--- config.mk ---
export PLATFORM = sky130hd
export DESIGN_NAME = uart_work_rx
export DESIGN_NICKNAME = d
export VERILOG_FILES = /design/src/rtl/uart_work_rx_pkg.sv /design/src/rtl/uart_rx_byte.sv /design/src/rtl/uart_work_rx.sv
export SDC_FILE = /design/constraint.sdc
export NUM_CORES = 1
export LEC_CHECK = 0
export ABC_CLOCK_PERIOD_IN_PS = 2400
export CAP_MARGIN = 20
export CELL_PAD_IN_SITES_DETAIL_PLACEMENT = 0
export CELL_PAD_IN_SITES_GLOBAL_PLACEMENT = 2
export CORE_MARGIN = 3
export CORE_UTILIZATION = 42
export CTS_BUF_LIST = sky130_fd_sc_hd__clkbuf_2 sky130_fd_sc_hd__clkbuf_4 sky130_fd_sc_hd__clkbuf_8
export CTS_CLUSTER_DIAMETER = 40
export CTS_CLUSTER_SIZE = 25
export DETAILED_ROUTE_END_ITERATION = 7
export GPL_TIMING_DRIVEN = 0
export PLACE_DENSITY = 0.91
export SETUP_SLACK_MARGIN = 0.4
export SLEW_MARGIN = 20
export SYNTH_ARGS = -nofsm -noshare
export SYNTH_HDL_FRONTEND = slang
export SYNTH_HIERARCHICAL = 1
export SYNTH_SLANG_ARGS = --single-unit
--- constraint.sdc ---
create_clock -name osc_clk -period 2.4 [get_ports osc_clk]
set_clock_uncertainty 0.1 [all_clocks]
set_input_delay 0.48 -clock osc_clk [delete_from_list [all_inputs] [get_ports osc_clk]]
set_output_delay 0.48 -clock osc_clk [all_outputs]
set_load 0.03 [all_outputs]
--- src/rtl/uart_work_rx_pkg.sv ---
// Shared definitions for the UART work-packet receiver: packet geometry,
// the byte-receiver state encoding and the bit-period helper.
package uart_work_rx_pkg;

  localparam int PKT_BYTES  = 44;
  localparam int MIDSTATE_W = 256;
  localparam int DATA_W     = 96;
  localparam int PKT_W      = MIDSTATE_W + DATA_W;
  localparam int BYTE_CNT_W = 6;

  typedef enum logic [1:0] {
    IDLE  = 2'd0,
    START = 2'd1,
    DATA  = 2'd2,
    STOP  = 2'd3
  } rx_state_e;

  // Clocks per serial bit (integer division).
  function automatic int bit_div(input int clk_hz, input int baud);
    return clk_hz / baud;
  endfunction

endpackage

--- src/rtl/uart_rx_byte.sv ---
// 8N1 UART byte receiver. The line is synchronized through two flops, the
// start bit is verified at its centre, and data/stop bits are sampled once
// per bit period from that point. A low stop bit raises a one-cycle
// frame_err and parks the receiver until the line returns high.
module uart_rx_byte
  import uart_work_rx_pkg::*;
#(
  parameter int CLK_HZ = 50000000,
  parameter int BAUD   = 115200
) (
  input  logic       osc_clk,
  input  logic       rst_n,
  input  logic       rxd,
  output logic [7:0] rx_byte,
  output logic       byte_valid,
  output logic       frame_err
);

  localparam int DIV   = bit_div(CLK_HZ, BAUD);
  localparam int CNT_W = $clog2(DIV + 1);

  // The counter expires when it reads one, so a load of N means N clocks.
  localparam logic [CNT_W-1:0] CNT_FULL = CNT_W'(DIV);
  localparam logic [CNT_W-1:0] CNT_HALF = CNT_W'(DIV / 2);
  localparam logic [CNT_W-1:0] CNT_ONE  = CNT_W'(1);

  logic             sync1;
  logic             rx_s;
  rx_state_e        state_q, state_d;
  logic [CNT_W-1:0] cnt_q, cnt_d;
  logic [2:0]       bit_q, bit_d;
  logic [7:0]       shreg_q, shreg_d;
  logic             err_wait_q, err_wait_d;
  logic             valid_q, valid_d;
  logic             ferr_q, ferr_d;
  logic             expired;

  // Two-flop synchronizer, reset to the idle (mark) level of the line.
  // NOTE: sequential blocks use non-blocking assignments so every flop samples
  // the pre-edge value of its source; blocking here would collapse the chain.
  always_ff @(posedge osc_clk or negedge rst_n) begin
    if (!rst_n) begin
      sync1 <= 1'b1;
      rx_s  <= 1'b1;
    end else begin
      sync1 <= rxd;
      rx_s  <= sync1;
    end
  end

  assign expired = (cnt_q == CNT_ONE);

  // State and datapath registers for the byte FSM.
  always_ff @(posedge osc_clk or negedge rst_n) begin
    if (!rst_n) begin
      state_q    <= IDLE;
      cnt_q      <= '0;
      bit_q      <= '0;
      shreg_q    <= '0;
      err_wait_q <= 1'b0;
      valid_q    <= 1'b0;
      ferr_q     <= 1'b0;
    end else begin
      state_q    <= state_d;
      cnt_q      <= cnt_d;
      bit_q      <= bit_d;
      shreg_q    <= shreg_d;
      err_wait_q <= err_wait_d;
      valid_q    <= valid_d;
      ferr_q     <= ferr_d;
    end
  end

  // Next-state, bit timing and sampling decisions.
  // NOTE: every variable gets a default at the top of the block, so no path
  // through the case statement can leave one unassigned and infer a latch.
  always_comb begin
    state_d    = state_q;
    cnt_d      = cnt_q;
    bit_d      = bit_q;
    shreg_d    = shreg_q;
    err_wait_d = err_wait_q;
    valid_d    = 1'b0;
    ferr_d     = 1'b0;

    unique case (state_q)
      IDLE: begin
        if (!rx_s) begin
          state_d = START;
          cnt_d   = CNT_HALF;
        end
      end

      START: begin
        if (expired) begin
          if (!rx_s) begin
            state_d = DATA;
            cnt_d   = CNT_FULL;
            bit_d   = '0;
          end else begin
            // Line went back high before mid-bit: a glitch, not a start bit.
            state_d = IDLE;
          end
        end else begin
          cnt_d = cnt_q - CNT_ONE;
        end
      end

      DATA: begin
        if (expired) begin
          shreg_d = {rx_s, shreg_q[7:1]};
          cnt_d   = CNT_FULL;
          if (bit_q == 3'd7) begin
            state_d = STOP;
          end else begin
            bit_d = bit_q + 3'd1;
          end
        end else begin
          cnt_d = cnt_q - CNT_ONE;
        end
      end

      STOP: begin
        if (err_wait_q) begin
          // Break or framing fault: hold off until the line idles high.
          if (rx_s) begin
            state_d    = IDLE;
            err_wait_d = 1'b0;
          end
        end else if (expired) begin
          if (rx_s) begin
            valid_d = 1'b1;
            state_d = IDLE;
          end else begin
            ferr_d     = 1'b1;
            err_wait_d = 1'b1;
          end
        end else begin
          cnt_d = cnt_q - CNT_ONE;
        end
      end

      default: state_d = IDLE;
    endcase
  end

  assign rx_byte    = shreg_q;
  assign byte_valid = valid_q;
  assign frame_err  = ferr_q;

endmodule

--- src/rtl/uart_work_rx.sv ---
// Mining work-packet receiver. Assembles 44 UART bytes into a 352-bit
// packet (first byte most significant) and publishes it as a 256-bit
// midstate plus 96 bits of trailing header data, with a one-cycle
// new_work strobe. A framing error drops the partial packet.
// Optional build macro: UART_WORK_RX_TIMEOUT_EN adds an idle timeout that
// drops a partial packet after TIMEOUT_CYC clocks without a valid byte.
module uart_work_rx
  import uart_work_rx_pkg::*;
#(
  parameter int CLK_HZ      = 50000000,
  parameter int BAUD        = 115200,
  parameter int TIMEOUT_CYC = 5000000
) (
  input  logic                  osc_clk,
  input  logic                  rst_n,
  input  logic                  RxD,
  output logic [MIDSTATE_W-1:0] midstate,
  output logic [DATA_W-1:0]     data,
  output logic                  new_work,
  output logic                  rx_busy,
  output logic                  frame_err
);

  localparam logic [BYTE_CNT_W-1:0] LAST_BYTE = BYTE_CNT_W'(PKT_BYTES - 1);

  logic [7:0]            rx_byte;
  logic                  byte_valid;
  logic [BYTE_CNT_W-1:0] byte_cnt;
  logic [PKT_W-1:0]      pkt_sr;
  logic                  load_pend;
  logic                  timeout_hit;

  uart_rx_byte #(
    .CLK_HZ (CLK_HZ),
    .BAUD   (BAUD)
  ) u_byte (
    .osc_clk    (osc_clk),
    .rst_n      (rst_n),
    .rxd        (RxD),
    .rx_byte    (rx_byte),
    .byte_valid (byte_valid),
    .frame_err  (frame_err)
  );

  assign rx_busy = (byte_cnt != '0);

`ifdef UART_WORK_RX_TIMEOUT_EN
  localparam int IDLE_W = $clog2(TIMEOUT_CYC + 1);
  localparam logic [IDLE_W-1:0] IDLE_MAX = IDLE_W'(TIMEOUT_CYC);

  logic [IDLE_W-1:0] idle_cnt;

  // Idle clock counter: runs only while a packet is open, restarts per byte.
  always_ff @(posedge osc_clk or negedge rst_n) begin
    if (!rst_n) begin
      idle_cnt <= '0;
    end else if (byte_valid || !rx_busy || timeout_hit) begin
      idle_cnt <= '0;
    end else begin
      idle_cnt <= idle_cnt + IDLE_W'(1);
    end
  end

  assign timeout_hit = rx_busy && (idle_cnt == IDLE_MAX);
`else
  assign timeout_hit = 1'b0;
`endif

  // Packet assembly: shift bytes in from the LSB end and count them.
  // NOTE: the wide packet register is reset even though it is fully
  // overwritten before use, so no stale reset-time contents are ever visible.
  always_ff @(posedge osc_clk or negedge rst_n) begin
    if (!rst_n) begin
      byte_cnt  <= '0;
      pkt_sr    <= '0;
      load_pend <= 1'b0;
    end else begin
      load_pend <= 1'b0;
      if (frame_err) begin
        byte_cnt <= '0;
      end else if (byte_valid) begin
        pkt_sr <= {pkt_sr[PKT_W-9:0], rx_byte};
        if (byte_cnt == LAST_BYTE) begin
          byte_cnt  <= '0;
          load_pend <= 1'b1;
        end else begin
          byte_cnt <= byte_cnt + BYTE_CNT_W'(1);
        end
      end else if (timeout_hit) begin
        byte_cnt <= '0;
      end
    end
  end

  // Publish a completed packet; outputs hold until the next one.
  always_ff @(posedge osc_clk or negedge rst_n) begin
    if (!rst_n) begin
      midstate <= '0;
      data     <= '0;
      new_work <= 1'b0;
    end else begin
      new_work <= load_pend;
      if (load_pend) begin
        midstate <= pkt_sr[PKT_W-1:DATA_W];
        data     <= pkt_sr[DATA_W-1:0];
      end
    end
  end

endmodule

==> flow_metrics.env, run 1 <==
# source this file to load flow results
export IMPL_outcome="complete, but fails checks"
export IMPL_violations="negative hold slack"
export IMPL_syn_inst=1672
export IMPL_tool_warnings=42
export IMPL_power_density_mw_per_mm2=703
export IMPL_cts_tree="built"
export IMPL_fp_util_pct=42.6
export IMPL_xor_area_share_pct=0.0305
export IMPL_drive_gt1_share_pct=62.5
export IMPL_arrival_ps=2660
export IMPL_grt_pass1_vias=16840
export IMPL_ys_top_logic_family="multiplexers"
export IMPL_n_fill_cell=5688
export IMPL_min_period_over_period_pct=91.6
export IMPL_drtIter0Drc=678
export IMPL_cp_start_kind="register"
export IMPL_hold_ws_ps=-383
export IMPL_hold_violations=87
export IMPL_dp_slack_ps=-544
export IMPL_worst_path_max_fanout=10
export IMPL_grt_max_degree=106
export IMPL_syn_area_per_cell_sq_um=17.2
export IMPL_layout_top_cells="dfrtp_1 (735), mux2_2 (542), buf_2 (205)"
export IMPL_reg2reg_slack_ps=200
export IMPL_grt_pass1_wl_microns=99500
export IMPL_antenna_found_initial=2
export IMPL_cp_num_cells=8
export IMPL_top_cell_area_share_pct=64.1
export IMPL_dr_pass1_iters=6
export IMPL_startpoint="u_byte/cnt_q[1]"
export IMPL_rsz0062_at_grt="true"
export IMPL_holdCritPathClass="in -> async"
export IMPL_top_layer="met4"
export IMPL_synthArstFlopShare_pct=100
export IMPL_place_congestion=0.784
export IMPL_wl_met2_microns=31000
export IMPL_fp_coreArea_sq_mm=0.0675
export IMPL_criticalPathCategory="reg -> reg"
export IMPL_leakage_nw=18.4
export IMPL_cap_violations=0
export IMPL_wire_per_inst_microns=20.4
export IMPL_numSynthFlops=739
export IMPL_edf_count=0
run 1: logic make-up (layout without fill, tap and decap cells):
family	after synthesis	in the layout
AOI/OAI and AO/OA	49	49
xor gates and xnor gates	1	1
adders and majority gates	11	11
buffers and inverters	102	683
DFF	739	739
muxes	717	717
other	0	2
and+or+nand+nor	53	53
run 1: state kept, by name, indices dropped and copies added, names as in the netlist, named ones only:
signal / flops
u_byte/err_wait_q: 1
u_byte/frame_err: 1
pkt_sr: 352
u_byte/rx_s: 1
new_work: 1
u_byte/rx_byte: 8
midstate: 256
load_pend: 1
u_byte/bit_q: 3
u_byte/state_q: 1
byte_cnt: 6
data: 96
u_byte/byte_valid: 1
u_byte/cnt_q: 9
u_byte/sync1: 1
run 1: report_power, final:
part           switching [W]  internal, W  leakage [nW]
clock network        0.00547      0.00621          1.29
registers        0.000000581       0.0125          10.3
logic               0.000245    0.0000478          6.79
total                0.00572       0.0187          18.4
run 1: through the flow:
| stage | total power [W] | util, % | setup TNS, ps |
|---|---|---|---|
| finish | 0.0244 | 51.4 | 0 |
| global route | 0.0254 | 51.4 | 0 |
| CTS | 0.0248 | 52.2 | 0 |
| detailed placement | 0.0130 | 49.8 | -56670 |
| global placement | 0.0129 | 49.5 | - |
| floorplan | 0.0127 | - | 0 |
run 1: Yosys cell counts (3+ instances only):
cell and number:
o31a_1 3, buf_8 11, nor3_1 5, buf_2 50
buf_4 10, nand4_1 3, a22oi_1 3, buf_6 14
nand2_1 10, inv_1 14, nor2_1 11, mux2_2 542
a21oi_1 10, mux2i_1 4, o21ai_1 3, dfrtp_1 737
mux2_4 169, nand2b_1 3, o21ai_0 4, clkbuf_1 3
ha_1 11, nor3b_1 5
run 1: layout make-up:
type,instances,share of cell area (%)
Antenna cell,2,0.0144
Buffer,88,1.94
Clock buffer,127,4.89
Clock inverter,74,2.57
Inverter,14,0.151
Multi-Input combinational cell,831,27.7
Sequential cell,739,53.3
Tap cell,873,3.15
Timing Repair Buffer,380,6.35
run 1: worst register-to-register path, delay by kind of cell (launching register included):
kind	cells	cell delay, ps
AOI/OAI and AO/OA	2	470
DFF	1	410
buffers and inverters	3	450
and+or+nand+nor	2	520
adders and majority gates	1	130
run 1: worst min-delay path by stage:
stage / start / end / slack, ps / cells after the start
floorplan: rst_n / byte_cnt[0] / 80 / 0
global placement: u_byte/sync1 / u_byte/rx_s / 250 / 0
detailed placement: u_byte/sync1 / u_byte/rx_s / 250 / 0
CTS: rst_n / u_byte/rx_byte[7] / -370 / 1
global route: rst_n / data[13] / -440 / 1
finish: rst_n / data[13] / -380 / 1
run 1: per-layer routing:
| layer | vias to the layer above | track usage (%) |
|---|---|---|
| met5 | - | 0 |
| met4 | 0 | 4.89 |
| met1 | 8173 | 23.3 |
| li1 | 6973 | - |
| met2 | 321 | 28.9 |
| met3 | 107 | 5.46 |
run 1: what timing repair did:
| action | CTS | global route |
|---|---|---|
| pin swaps | 3 | 8 |
| buffers inserted | 5 | 9 |
| resized | 1025 | 407 |
| setup endpoints to repair | 480 | 348 |
| gates cloned | 0 | 2 |
| hold endpoints to repair | 73 | 75 |
### Placement view, run 1

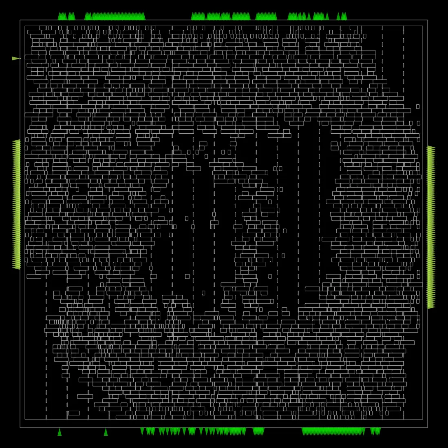
fin util: 51.4%
Std-Cell Rows: 95
seq_cells: 739

### Cell area per tile, run 1

27 x 27 tiles, from white (low) to dark blue (high), 0 to 100% covered.
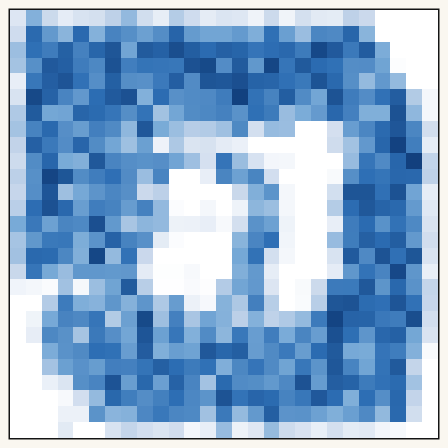
- tiles over 75% full: 19%
- fullest tile: 93%
- nearly empty tiles: 13%

### Cells by drive strength, run 1

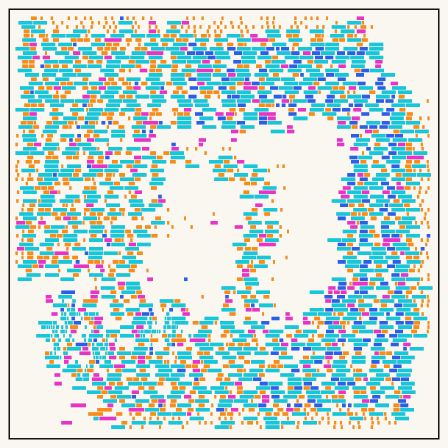
- _3 and _4 cells: blue (cells 237)
- _0 and _1 cells: cyan (cells 844)
- _2 cells: orange (cells 971)
- _6 and larger: magenta (cells 201)
synth-to-layout area growth: 20.7%
post-route cell area: 0.0347 sq mm
non-clock buffer count: 468

### I/O pins on the die edge, run 1

Scale bar: 100 microns. Pins as bars across the die edge, other pins in grey.
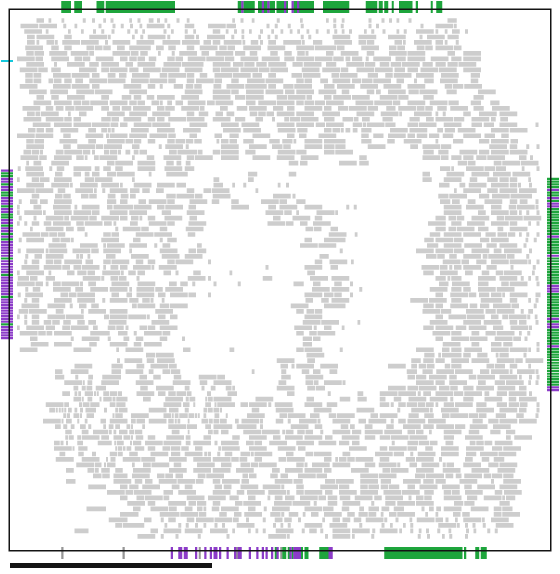

--- run 2 (diff from run 1) ---
--- a/config.mk
+++ b/config.mk
@@ -5,18 +5,17 @@
 export SDC_FILE = /design/constraint.sdc
 export NUM_CORES = 1
 export LEC_CHECK = 0
-export ABC_CLOCK_PERIOD_IN_PS = 2400
+export ABC_CLOCK_PERIOD_IN_PS = 1800
 export CAP_MARGIN = 20
 export CELL_PAD_IN_SITES_DETAIL_PLACEMENT = 0
 export CELL_PAD_IN_SITES_GLOBAL_PLACEMENT = 2
-export CORE_MARGIN = 3
-export CORE_UTILIZATION = 42
+export CORE_UTILIZATION = 38
 export CTS_BUF_LIST = sky130_fd_sc_hd__clkbuf_2 sky130_fd_sc_hd__clkbuf_4 sky130_fd_sc_hd__clkbuf_8
 export CTS_CLUSTER_DIAMETER = 40
 export CTS_CLUSTER_SIZE = 25
 export DETAILED_ROUTE_END_ITERATION = 7
 export GPL_TIMING_DRIVEN = 0
-export PLACE_DENSITY = 0.91
+export PLACE_DENSITY = 0.88
 export SETUP_SLACK_MARGIN = 0.4
 export SLEW_MARGIN = 20
 export SYNTH_ARGS = -nofsm -noshare
==> constraint.sdc (replaced) <==
create_clock -name osc_clk -period 1.8 [get_ports osc_clk]
set_clock_uncertainty 0.1 [all_clocks]
set_input_delay 0.18 -clock osc_clk [delete_from_list [all_inputs] [get_ports osc_clk]]
set_output_delay 0.18 -clock osc_clk [all_outputs]
set_load 0.03 [all_outputs]
### I/O pins on the die edge, run 2

Scale bar: 100 microns. Pins as bars across the die edge, other pins in grey.
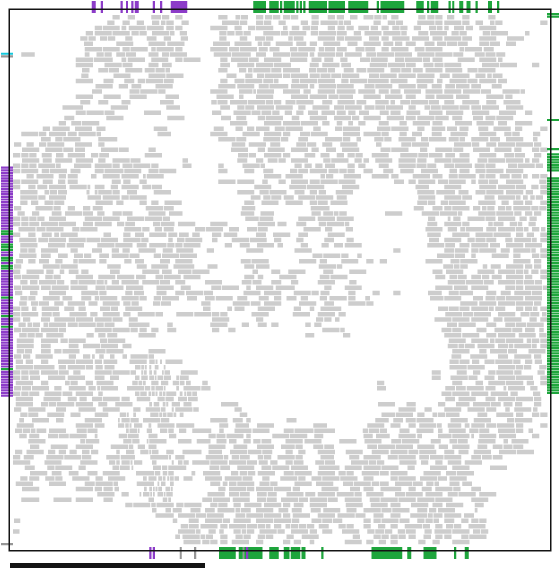
- midstate: green (pins 256; direction output; edge 93 east, 85 north, 65 south, 13 west)
- data: purple (pins 96; direction output; edge 74 west, 19 north, 3 south)
- osc_clk: cyan (pins 1; direction input; edge west)

### Placement view, run 2

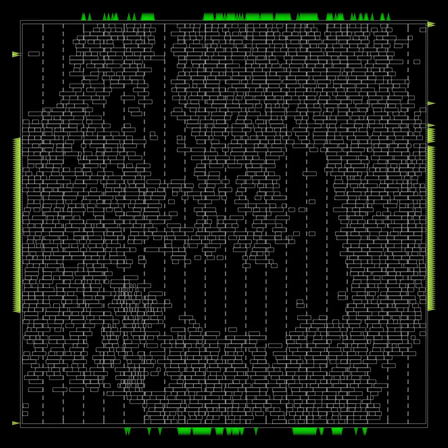
Layout fillers: 5,820
Placeable Area: 0.0747 sq mm
Finished Layout Cells: 3,356
n_taps: 969

==> run 2 against run 1 <==
Effect of this change:
- the run ends with negative hold slack, negative setup slack left
- clock power grew 32%
- sequential power up 33%
- setup slack got worse by 460 ps
- worst hold slack lost 330 ps
- flip-flop count unchanged
- count of clock-buffer cells in the layout is 5 higher
- wire length is 11% higher
- area after synthesis unchanged
- synthesized cell count unchanged
==> flow_metrics.env, run 2 <==
# source this file to load flow results
export IMPL_power_density_mw_per_mm2=796
export IMPL_rsz0062_at_grt="true"
export IMPL_largest_reg_flops=352
export IMPL_placed_cells=3006
export IMPL_design_area_sq_mm=0.0407
export IMPL_hold_violations=338
export IMPL_top_cell="dfrtp_1"
export IMPL_startpoint="u_byte/cnt_q[0]"
export IMPL_outcome="complete, but fails checks"
export IMPL_synthArstFlopShare_pct=100
export IMPL_top_regs="pkt_sr x352, midstate x256, data x96"
export IMPL_cp_start_kind="register"
export IMPL_met2_usage_pct=28.4
export IMPL_grt_use_met3_pct=5.51
export IMPL_criticalPathCategory="reg -> reg"
export IMPL_violations="negative hold slack, negative setup slack"
export IMPL_syn_area_per_cell_sq_um=17.2
export IMPL_antenna_found_initial=1
export IMPL_cts_tree="built"
export IMPL_dr_pass1_iters=4
export IMPL_top_register="pkt_sr"
export IMPL_grt_busiest_layer="met2"
export IMPL_edf_count=0
export IMPL_wire_per_inst_microns=21.0
export IMPL_cap_violations=0
export IMPL_rows=100
export IMPL_reg2reg_slack_ps=-260
export IMPL_holdCritPathClass="in -> async"
export IMPL_arrival_ps=2550
export IMPL_ios=358
export IMPL_syn_to_final_growth_pct=41.5
export IMPL_use_met1_pct=22.9
export IMPL_fin_util_pct=54.5
export IMPL_worst_path_max_fanout=5
export IMPL_finalWorstSetupSlack_ps=-261
export IMPL_setup_viol=26
export IMPL_grt_pass1_vias=17384
export IMPL_min_period_over_period_pct=114
export IMPL_ys_top_cells_by_count="dfrtp_1 (737), mux2_2 (542), mux2_4 (169)"
export IMPL_fp_util_pct=38.5
export IMPL_grt_max_degree=107
export IMPL_hold_ws_ps=-713
### Zoomed window, run 2

Window x 198 to 218, y 198 to 218 microns. Cells in grey, sequential cells in the stronger grey; small squares are vias.
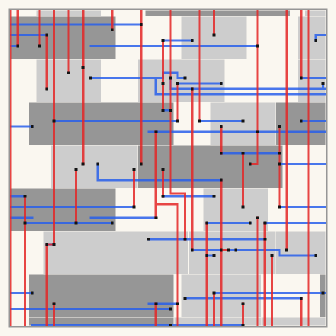
- metal 2: red
- metal 1: blue
- cells with their middle in the window: 14
- netlist names of flops here include: midstate (3), pkt_sr (2)
- sequential cells in the window: 5
- most frequent: dfrtp_1 (5), mux2_4 (3)

[run 2: cell types whose count changed in the layout (fill, tap and decap cells not counted), sizes merged, moves of 2 or more]
cell	delta
clkinv	-7
buf	+288
clkbuf	-149
dlygate4sd3	+2
inv	+2
clkinvlp	-2
[run 2: power breakdown]
| group | internal, W | leakage, nW | switching (W) |
|---|---|---|---|
| Sequential | 0.0166 | 10.3 | 0.000000988 |
| Clock | 0.00816 | 1.26 | 0.00725 |
| Combinational | 0.0000786 | 8.58 | 0.000333 |
[run 2: metrics by stage]
step                      TNS [ps]  hold WS [ps]  setup slack [ps]  power, W
after floorplan              -2500          -216              -201    0.0169
after global placement           -           252            -33960    0.0172
after detailed placement   -181670           106              -762    0.0173
after CTS                   -23220          -697              -242    0.0329
after global routing         -6460          -740              -324    0.0337
final                        -4620          -713              -261    0.0324
[run 2: worst paths after layout]
check	to	depth (start not counted)
hold / removal	data[72]	1
setup reg to reg	u_byte/cnt_q[0]	8
min in group osc_clk	u_byte/rx_s	0
max in group asynchronous	pkt_sr[290]	4
hold reg to reg	u_byte/rx_s	0
setup / recovery	u_byte/cnt_q[0]	8
[run 2: timing repair]
action	4_1_cts	5_1_grt
gates resized	2454	276
buffers inserted	86	20
hold endpoints to repair	289	295
pin swaps	5	3
gates cloned	1	42
hold buffers	1	1
setup endpoints to repair	1194	1358
[run 2: kinds of logic (layout without fill, tap and decap cells)]
| group | count (synthesis) | count (layout) | synth area share (%) |
|---|---|---|---|
| DFF | 739 | 739 | 64.3 |
| muxes | 717 | 717 | 30.3 |
| buffers and inverters | 102 | 816 | 2.48 |
| and+or+nand+nor | 53 | 53 | 1.12 |
| AOI/OAI and AO/OA | 49 | 49 | 1.34 |
| adders and majority gates | 11 | 11 | 0.479 |
| xor gates and xnor gates | 1 | 1 | 0.0305 |
| other | 0 | 1 | 0 |
[run 2: per-layer routing]
layer	routed length, microns	part of all wire [%]	vias to the layer above
li1	-	-	7250
met1	30600	43	8545
met2	34200	48	346
met3	4180	5.9	100
met4	1630	2.3	0
met5	0	0	-
[run 2: area by class of cell]
cell class              count  area (sq um)
diodes                      1          2.50
fillers                  5820         34000
flip-flops and latches    739         18500
clock inverters            66           781
repair buffers            516          6190
inverters                  14          52.6
multi-input cells         831         10700
well taps                 969          1210
clock buffers             132          1740
plain buffers              88          1520
[run 2: critical path, delay by kind of cell, from the launching register on]
family | cells | cell delay, ps
AOI/OAI and AO/OA | 2 | 350
adders and majority gates | 1 | 150
buffers and inverters | 3 | 420
DFF | 1 | 430
and+or+nand+nor | 2 | 500
### Cells by drive strength, run 2

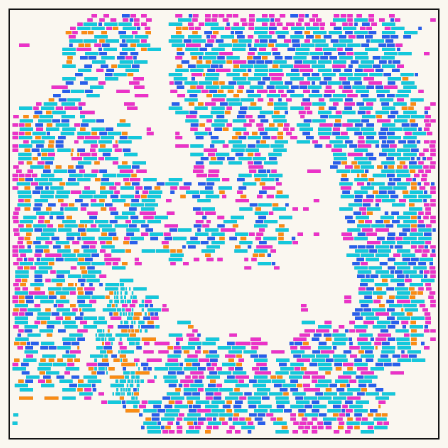

--- run 3 (diff from run 2) ---
--- a/config.mk
+++ b/config.mk
@@ -16,6 +16,7 @@
 export DETAILED_ROUTE_END_ITERATION = 7
 export GPL_TIMING_DRIVEN = 0
 export PLACE_DENSITY = 0.88
+export RECOVER_POWER = 25
 export SETUP_SLACK_MARGIN = 0.4
 export SLEW_MARGIN = 20
 export SYNTH_ARGS = -nofsm -noshare
### Cells by drive strength, run 3

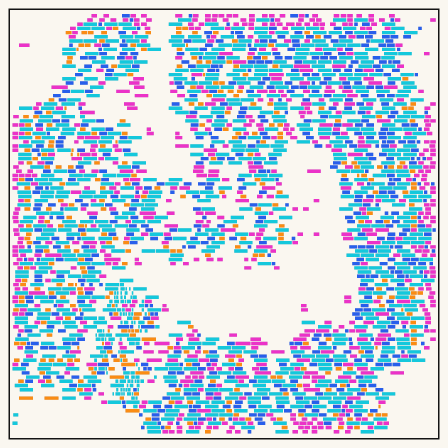
- _2 cells: orange (cells 313)
- _0 and _1 cells: cyan (cells 836)
- _6 and larger: magenta (cells 645)
- _3 and _4 cells: blue (cells 592)
non-clock buffer count: 604
Final WS setup: -262 ps
post-route cell area: 0.0406 sq mm
synth-to-layout area growth: 41.2%

### Cell area per tile, run 3

28 x 28 tiles, from white (low) to dark blue (high), 0 to 100% covered.
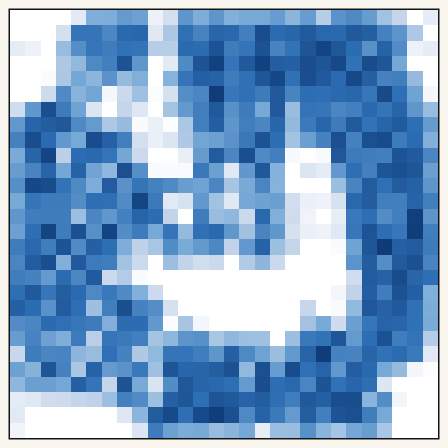
- tiles over 75% full: 26%
- nearly empty tiles: 14%
- mean over tiles: 51%
fin util: 54.4%
Starting Density: 38.5%

==> run 3 against run 2 <==
Effect of this change:
- the flow finishes with violations (negative hold slack, max-capacitance violations, max-slew violations, negative setup slack)
- wire length about the same
- via count about the same
- largest power group unchanged
- core utilization decreased by 0.11 points
- register-to-register slack about the same
- clock power about the same
- setup slack got worse by 1.4 ps
- cell area decreased by 0.21%
- sequential power about the same
- global-route usage unchanged
- critical endpoint unchanged
==> flow_metrics.env, run 3 <==
# source this file to load flow results
export IMPL_outcome="complete, but fails checks"
export IMPL_violations="negative hold slack, max-capacitance violations, max-slew violations, negative setup slack"
export IMPL_cap_violations=1
export IMPL_setup_viol=26
export IMPL_finalWorstSetupSlack_ps=-262
export IMPL_rows=100
export IMPL_register_area_sq_mm=0.0185
export IMPL_cp_start_kind="register"
export IMPL_drtIter0Drc=720
export IMPL_grt_max_degree=107
export IMPL_dr_pass1_iters=4
export IMPL_fp_coreArea_sq_mm=0.0747
export IMPL_power_density_mw_per_mm2=798
export IMPL_syn_inst=1672
export IMPL_crit_buf_inv=3
export IMPL_top_cell="dfrtp_1"
export IMPL_worst_path_max_fanout=6
export IMPL_hold_violations=115
export IMPL_holdCritPathClass="in -> async"
export IMPL_top_cell_area_share_pct=64.1
export IMPL_cts_tree="built"
export IMPL_reg2reg_slack_ps=-260
export IMPL_hold_ws_ps=-733
export IMPL_antenna_found_initial=1
export IMPL_numSynthFlops=739
export IMPL_tns_ps=-4610
export IMPL_slew_violations=62
export IMPL_syn_area_per_cell_sq_um=17.2
### I/O pins on the die edge, run 3

Scale bar: 100 microns. Pins as bars across the die edge, other pins in grey.
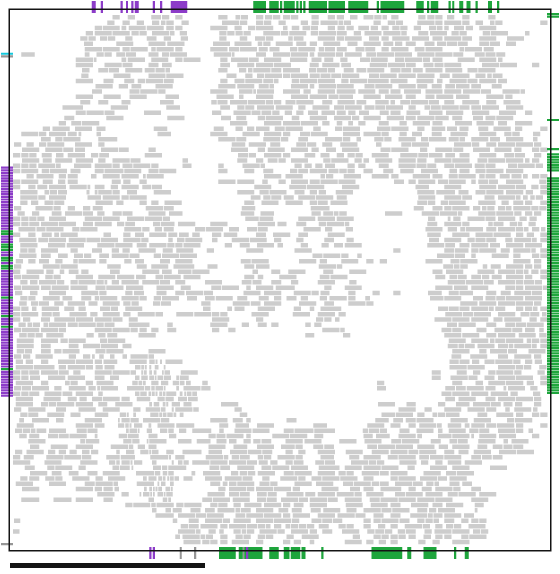
- data: purple (pins 96; direction output; edge 74 west, 19 north, 3 south)
- osc_clk: cyan (pins 1; direction input; edge west)
- midstate: green (pins 256; direction output; edge 93 east, 85 north, 65 south, 13 west)
DIE HEIGHT: 277 microns
port bufs: 357
die width: 277 microns

## run 3: cell types whose count changed in the layout (fill, tap and decap cells not counted)
| cell | change |
|---|---|
| buf_16 | -3 |
| clkbuf_16 | -1 |
| clkbuf_2 | +3 |
| clkbuf_4 | +1 |
| clkdlybuf4s50_1 | -1 |
| dlygate4sd3_1 | +1 |
## run 3: final timing paths
| check | cells after the start | endpoint |
|---|---|---|
| min in group osc_clk | 0 | u_byte/rx_s |
| worst min register to register | 0 | u_byte/rx_s |
| max in group asynchronous | 4 | pkt_sr[75] |
| worst max register to register | 7 | u_byte/cnt_q[0] |
| worst min-delay path | 1 | data[72] |
| worst max-delay path | 7 | u_byte/cnt_q[0] |
## run 3: report_power, final
part / internal, W / leakage (nW) / total, W / switching, W
logic: 0.0000580 / 8.55 / 0.000388 / 0.000330
clock network: 0.00816 / 1.26 / 0.0154 / 0.00725
registers: 0.0166 / 10.3 / 0.0166 / 0.000000964
## run 3: area by class of cell
class / count / area share, %
clock buffer: 132 / 4.27
clock inverter: 66 / 1.92
buffer: 88 / 3.74
sequential: 739 / 45.5
multi-input combinational: 831 / 26.4
tap: 969 / 2.98
timing repair buffer: 516 / 15.0
inverter: 14 / 0.129
antenna: 1 / 0.00616
## run 3: per-layer routing
metal	GRT usage, %	share of wire (%)	vias to the layer above
met5	0	0	-
met3	5.51	5.8	100
met4	5.21	2.3	0
met1	22.9	43	8536
li1	-	-	7250
met2	28.4	48	363
## run 3: cell families (layout without fill, tap and decap cells)
group | after synthesis | after routing | share of synthesized area [%]
compound gates | 49 | 49 | 1.34
xor+xnor | 1 | 1 | 0.0305
fa+ha+maj | 11 | 11 | 0.479
buf+inv | 102 | 816 | 2.48
flops | 739 | 739 | 64.3
mux | 717 | 717 | 30.3
other cells | 0 | 1 | 0
simple gates | 53 | 53 | 1.12
## run 3: metrics by stage
| step | cell area, sq um | std cells | setup slack (ps) |
|---|---|---|---|
| floorplan | 29900 | 1672 | -201 |
| global placement | 34600 | 2998 | -33960 |
| detailed placement | 34900 | 3006 | -762 |
| CTS | 38900 | 3292 | -242 |
| global route | 40600 | 3356 | -324 |
| finish | 40600 | 3356 | -262 |
## run 3: timing repair
action	in CTS	in global routing
endpoints found under the hold margin	289	295
cloned	1	42
gates resized	2454	276
hold buffers	1	1
buffers inserted	86	20
endpoints found under the setup margin	1194	1358
pin swaps	5	3
Power and IR drop assume default switching activity.
